Fig. 1: run 1, supply network
Scale bar: 20 um. Pins as bars on the die edge.
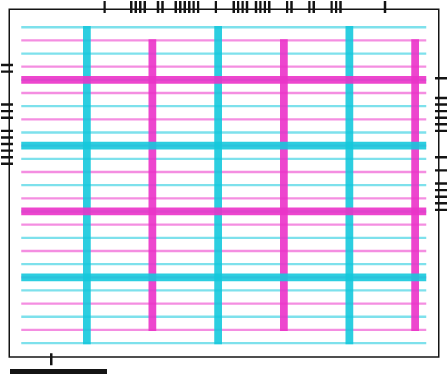
Fig. 2: run 1, placement by cell class
Scale bar: 20 um.
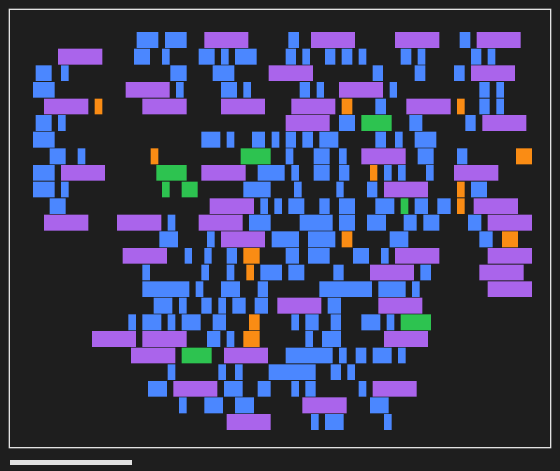
Fig. 3: run 1, clock network drawn from the DEF
Scale bar: 20 um.
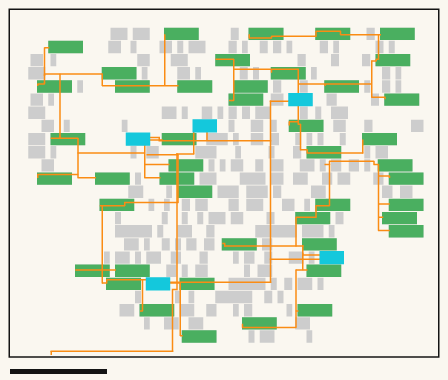
[config.mk]
export PLATFORM = sky130hd
export DESIGN_NAME = half_duplex_link_ctrl_flat
export DESIGN_NICKNAME = d
export VERILOG_FILES = /design/src/rtl/half_duplex_link_ctrl_if.sv /design/src/rtl/half_duplex_link_ctrl.sv /design/src/flat_wrapper.sv
export SDC_FILE = /design/constraint.sdc
export NUM_CORES = 1
export LEC_CHECK = 0
export CAP_MARGIN = 40
export CELL_PAD_IN_SITES_DETAIL_PLACEMENT = 1
export CELL_PAD_IN_SITES_GLOBAL_PLACEMENT = 1
export CORE_ASPECT_RATIO = 0.8
export CORE_MARGIN = 2
export CORE_UTILIZATION = 35
export DETAILED_ROUTE_END_ITERATION = 10
export DONT_BUFFER_PORTS = 1
export GPL_TIMING_DRIVEN = 0
export PLACE_DENSITY = 0.72
export SLEW_MARGIN = 20
export SYNTH_ARGS = -nofsm -noshare
export SYNTH_HDL_FRONTEND = slang
export SYNTH_SLANG_ARGS = --single-unit
[constraint.sdc]
create_clock -name clk -period 2.3 [get_ports clk]
set_clock_uncertainty 0.2 [all_clocks]
set_input_delay 0.69 -clock clk [delete_from_list [all_inputs] [get_ports clk]]
set_output_delay 0.69 -clock clk [all_outputs]
set_load 0.05 [all_outputs]
[src/rtl/half_duplex_link_ctrl_if.sv]
// half_duplex_link_ctrl_if: requester handshakes and shared-datapath signals of the half-duplex link
interface half_duplex_link_ctrl_if;
    logic       req_a;
    logic       req_b;
    logic [7:0] din_a;
    logic [7:0] din_b;
    logic       link_done;
    logic [7:0] link_dout;
    logic [1:0] tx_mode;
    logic       start;
    logic       stop;
    logic [7:0] tx_din;
    logic       ack_a;
    logic       ack_b;
    logic       err_a;
    logic       err_b;
    logic       rx_valid_a;
    logic       rx_valid_b;
    logic [7:0] rx_data;
    logic       busy;
    modport master (
        input  req_a, req_b, din_a, din_b, link_done, link_dout,
        output tx_mode, start, stop, tx_din, ack_a, ack_b, err_a, err_b,
               rx_valid_a, rx_valid_b, rx_data, busy
    );
    modport slave (
        output req_a, req_b, din_a, din_b, link_done, link_dout,
        input  tx_mode, start, stop, tx_din, ack_a, ack_b, err_a, err_b,
               rx_valid_a, rx_valid_b, rx_data, busy
    );
endinterface

[src/rtl/half_duplex_link_ctrl.sv]
// half_duplex_link_ctrl: round-robin arbiter and turnaround sequencer for a shared half-duplex transceiver
module half_duplex_link_ctrl #(
    parameter int TIMEOUT = 200,
    parameter int GAP     = 4
) (
    input  logic                    clk,
    input  logic                    rst,
    half_duplex_link_ctrl_if.master lnk
);
    typedef enum logic [1:0] {S_IDLE, S_START, S_WAIT, S_GAP} state_t;
    state_t      state_q;
    logic [15:0] cnt_q;
    logic        last_grant_q;
    logic        src_q;
    logic [1:0]  tx_mode_q;
    logic [7:0]  tx_din_q;
    logic [7:0]  rx_data_q;
    logic        start_q, stop_q, ack_a_q, ack_b_q, err_a_q, err_b_q, rxv_a_q, rxv_b_q, busy_q;
    logic        win_b_d;
    // A lone requester wins; on a tie the side not served last goes next
    always_comb win_b_d = lnk.req_b && (!lnk.req_a || !last_grant_q);
    // Transfer sequencer; every output is registered alongside the state
    always_ff @(posedge clk) begin
        if (rst) begin
            state_q      <= S_IDLE;
            cnt_q        <= '0;
            last_grant_q <= 1'b1;
            src_q        <= 1'b0;
            tx_mode_q    <= 2'b00;
            tx_din_q     <= '0;
            rx_data_q    <= '0;
            busy_q       <= 1'b0;
            {start_q, stop_q, ack_a_q, ack_b_q, err_a_q, err_b_q, rxv_a_q, rxv_b_q} <= '0;
        end else begin
            {start_q, stop_q, ack_a_q, ack_b_q, err_a_q, err_b_q, rxv_a_q, rxv_b_q} <= '0;
            case (state_q)
                S_IDLE: if (lnk.req_a || lnk.req_b) begin
                    state_q   <= S_START;
                    src_q     <= win_b_d;
                    tx_din_q  <= win_b_d ? lnk.din_b : lnk.din_a;
                    tx_mode_q <= win_b_d ? 2'b10 : 2'b01;
                    start_q   <= 1'b1;
                    busy_q    <= 1'b1;
                end
                S_START: begin
                    state_q <= S_WAIT;
                    cnt_q   <= '0;
                end
                S_WAIT: if (lnk.link_done || cnt_q == 16'(TIMEOUT - 1)) begin
                    state_q      <= S_GAP;
                    cnt_q        <= '0;
                    tx_mode_q    <= 2'b00;
                    last_grant_q <= src_q;
                    if (lnk.link_done) begin
                        rx_data_q <= lnk.link_dout;
                        rxv_a_q   <= src_q;
                        rxv_b_q   <= !src_q;
                        ack_a_q   <= !src_q;
                        ack_b_q   <= src_q;
                    end else begin
                        stop_q  <= 1'b1;
                        err_a_q <= !src_q;
                        err_b_q <= src_q;
                    end
                end else begin
                    cnt_q <= cnt_q + 16'd1;
                end
                S_GAP: if (cnt_q == 16'(GAP - 1)) begin
                    state_q <= S_IDLE;
                    busy_q  <= 1'b0;
                end else begin
                    cnt_q <= cnt_q + 16'd1;
                end
                default: state_q <= S_IDLE;
            endcase
        end
    end
    assign lnk.tx_mode    = tx_mode_q;
    assign lnk.start      = start_q;
    assign lnk.stop       = stop_q;
    assign lnk.tx_din     = tx_din_q;
    assign lnk.ack_a      = ack_a_q;
    assign lnk.ack_b      = ack_b_q;
    assign lnk.err_a      = err_a_q;
    assign lnk.err_b      = err_b_q;
    assign lnk.rx_valid_a = rxv_a_q;
    assign lnk.rx_valid_b = rxv_b_q;
    assign lnk.rx_data    = rx_data_q;
    assign lnk.busy       = busy_q;
endmodule

[src/flat_wrapper.sv]
// flat-port wrapper written by rule: the top's interface ports become plain ports
module half_duplex_link_ctrl_flat 
#(
    parameter int TIMEOUT = 200,
    parameter int GAP     = 4
)
  (clk, rst, lnk_req_a, lnk_req_b, lnk_din_a, lnk_din_b, lnk_link_done, lnk_link_dout, lnk_tx_mode, lnk_start, lnk_stop, lnk_tx_din, lnk_ack_a, lnk_ack_b, lnk_err_a, lnk_err_b, lnk_rx_valid_a, lnk_rx_valid_b, lnk_rx_data, lnk_busy);
  half_duplex_link_ctrl_if lnk_i ();
  input  logic clk;
  input  logic rst;
  input wire logic [$bits(lnk_i.req_a)-1:0] lnk_req_a;
  input wire logic [$bits(lnk_i.req_b)-1:0] lnk_req_b;
  input wire logic [$bits(lnk_i.din_a)-1:0] lnk_din_a;
  input wire logic [$bits(lnk_i.din_b)-1:0] lnk_din_b;
  input wire logic [$bits(lnk_i.link_done)-1:0] lnk_link_done;
  input wire logic [$bits(lnk_i.link_dout)-1:0] lnk_link_dout;
  output wire logic [$bits(lnk_i.tx_mode)-1:0] lnk_tx_mode;
  output wire logic [$bits(lnk_i.start)-1:0] lnk_start;
  output wire logic [$bits(lnk_i.stop)-1:0] lnk_stop;
  output wire logic [$bits(lnk_i.tx_din)-1:0] lnk_tx_din;
  output wire logic [$bits(lnk_i.ack_a)-1:0] lnk_ack_a;
  output wire logic [$bits(lnk_i.ack_b)-1:0] lnk_ack_b;
  output wire logic [$bits(lnk_i.err_a)-1:0] lnk_err_a;
  output wire logic [$bits(lnk_i.err_b)-1:0] lnk_err_b;
  output wire logic [$bits(lnk_i.rx_valid_a)-1:0] lnk_rx_valid_a;
  output wire logic [$bits(lnk_i.rx_valid_b)-1:0] lnk_rx_valid_b;
  output wire logic [$bits(lnk_i.rx_data)-1:0] lnk_rx_data;
  output wire logic [$bits(lnk_i.busy)-1:0] lnk_busy;
  assign lnk_i.req_a = lnk_req_a;
  assign lnk_i.req_b = lnk_req_b;
  assign lnk_i.din_a = lnk_din_a;
  assign lnk_i.din_b = lnk_din_b;
  assign lnk_i.link_done = lnk_link_done;
  assign lnk_i.link_dout = lnk_link_dout;
  assign lnk_tx_mode = lnk_i.tx_mode;
  assign lnk_start = lnk_i.start;
  assign lnk_stop = lnk_i.stop;
  assign lnk_tx_din = lnk_i.tx_din;
  assign lnk_ack_a = lnk_i.ack_a;
  assign lnk_ack_b = lnk_i.ack_b;
  assign lnk_err_a = lnk_i.err_a;
  assign lnk_err_b = lnk_i.err_b;
  assign lnk_rx_valid_a = lnk_i.rx_valid_a;
  assign lnk_rx_valid_b = lnk_i.rx_valid_b;
  assign lnk_rx_data = lnk_i.rx_data;
  assign lnk_busy = lnk_i.busy;
  half_duplex_link_ctrl #(.TIMEOUT(TIMEOUT), .GAP(GAP)) u_core (.clk(clk), .rst(rst), .lnk(lnk_i));
endmodule
==> notes.md, run 1 <==
Implementation results.

The run finished with clean final reports. The hold buffer count at cts is 0. The count of cell instances traversed by the critical path is 6. For the final routed database, the setup TNS stands at 0 ns. The synthesis report lists the most area-consuming cells as sky130_fd_sc_hd__dfxtp_1 45%, sky130_fd_sc_hd__nor2_1 6.6%, sky130_fd_sc_hd__mux2i_1 5.5%, sky130_fd_sc_hd__a21oi_1 3.8%, sky130_fd_sc_hd__nand2_1 3.6%. The maximum single-stage delay on the critical path is 0.39 ns.

The buffer share of cell area is 0.03220. The worst reg-to-reg setup slack is 0.1 ns. The number of remaining DRC errors is 0. The startpoint of the most critical hold path is rst.

The final setup violation count is 0. The total die size is 6329 sq um. Overall routing resource usage recorded by global route was 0.1541.

Per the run report, area growth between synthesis and finish was 10.90%. In the final layout, the multi-input gates occupy 1042 sq um. On the critical path, the stage with the largest delay is an instance of sky130_fd_sc_hd__dfxtp_1. The cell sequence reported for the critical path is ha_1 > nor4b_4 > nand4_4 > a211o_1 > or3_1 > a21oi_2. The detailed router put a total of 2239 um of wire on met1.

The beginning of the critical path is u_core.cnt_q[0]$_SDFFE_PP0P_. Per the layout report, the design carries 14 non-clock buffers. Per the final layout report, the fraction of cells sized above drive strength 1 comes to 0.1039. The number of flops mapped to enable cells by yosys is 0. 56 I/O pins were placed. The detail route stage leaves a number of antenna-violating nets equal to 0.
Back to the opening pictures, Fig. 1:
net	color
VSS	cyan
VDD	magenta
met5 straps	4
signal pins	56
met4 straps	6
rows	24
met1 rails	25

Back to the opening pictures, Fig. 2:
class	color	cells
remaining buffers and delay cells	orange	14
clock drivers and dummy loads	green	8
registers	purple	45
remaining logic cells	blue	164

Back to the opening pictures, Fig. 3:
[clock wires] orange | length: 648 um
[flip-flops] green | count: 45
[clock-net drivers] cyan | count: 5
routed clock nets	6
flops lie	all over the die

Fig. 4: run 1, track usage over the die
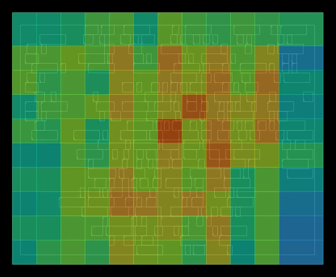

==> inputs of run 2 (changes only) <==
Settings changed: CORE_UTILIZATION 35 to 46, PLACE_DENSITY 0.72 to 0.88.
Fig. 5: run 2, track usage over the die
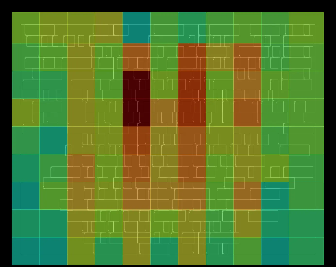
met1 usage: 0.2674
grt peak-use layer: met2
Util after Layout: 0.5250

Fig. 6: run 2, supply network
Scale bar: 20 um. Pins as bars on the die edge.
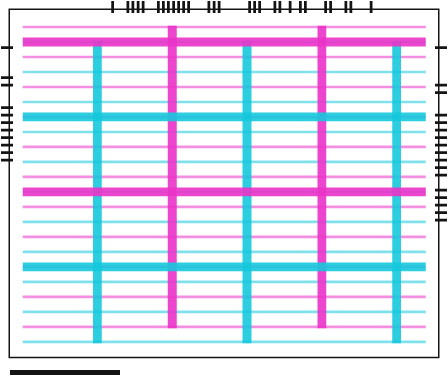
net	color
VDD	magenta
VSS	cyan
signal pins	56
met5 straps	4
met4 straps	5
met1 rails	22

==> run 2 against run 1 <==
Compared with the run above: core utilization grew 12 points; setup slack gained 0.025 ns; power grew 1.5%; final area shrank 0.96%; first-iteration DRC count grew 81%; critical path type unchanged; cell count shrank 7.1%; global-route usage grew 4.6 points.
==> notes.md, run 2 <==
Implementation results.

Of the total power, combinational logic draws 0.269. The flow ran to the end, and the final reports show no timing, DRC or antenna violations. The number of flops mapped to enable cells by yosys is 0 (unchanged).

The multi-input gate area in the final layout is 1040 sq um (-0.24%). The residual antenna-violating net count after detailed routing is 0 (unchanged). The number of optimization iterations in the first detailed-route pass is 4. The tap cell instance count is 57. The buffer share of cell area is 0.03023 (-0.001970).

The worst reg-to-reg setup slack came to 0.12 ns (+0.02 ns). The cell at the root of the clock tree is sky130_fd_sc_hd__clkbuf_8. The number of remaining DRC errors is 0 (unchanged). Input and output buffers added on the ports amount to 0. The count of pins on the block boundary was 56 (unchanged). The number of cell instances after yosys synthesis is 221. The final setup violation count is 0 (unchanged). The startpoint of the most critical hold path is rst. On the critical path, the stage with the largest delay is an instance of sky130_fd_sc_hd__dfxtp_1. Traced cell by cell, the critical path runs through ha_1 > nor4b_4 > nand4_4 > a211o_1 > or3_1 > a21oi_2. The library cells used most frequently in the layout, excluding fill and tap cells, are 45 x sky130_fd_sc_hd__dfxtp_1, 35 x sky130_fd_sc_hd__nor2_1, 19 x sky130_fd_sc_hd__nand2_1.

Post-synth the commonest register cell is sky130_fd_sc_hd__dfxtp_1. The tightest hold path in the finished design has a slack of 0.2797 ns. The repair_antennas step left the layout with diodes totalling 0. The total track usage is 0.2003 (+0.04624). The signed area change from the synthesized netlist to the final layout is 9.837%. The hold buffer count at cts is 0 (unchanged). The count of cell instances traversed by the critical path came to 6 (unchanged). The sum of negative setup slack is 0 ns (unchanged). The proportion of cell area occupied by multi-input gates is 0.4740.

The total die size is 4887 sq um (-23%). STA classifies the critical path startpoint as a flip-flop. The maximum single-stage delay on the critical path is 0.38 ns (about the same). The layout cell share with drive strength beyond 1 is 0.1043 (+0.0004517). At the end of routability-driven placement, the weighted congestion stood at 0.7591. Entering global routing, the biggest net connects 15 pins.

The count of plain and timing-repair buffers is 13 (-1). The XOR/XNOR share of the synthesized area is 0.05702. After clock tree synthesis, the repair step resized 0 gates. The global routing usage on met2 is 0.3093. The routed metal-1 wire length was 2113 um (-5.6%).
Fig. 7: run 2, placement by cell class
Scale bar: 20 um.
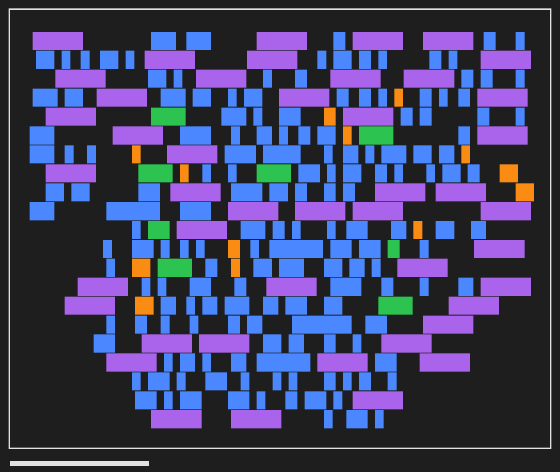
cell area after layout: 2193 sq um
area of the core region: 4178 sq um

Power and IR drop assume default switching activity.
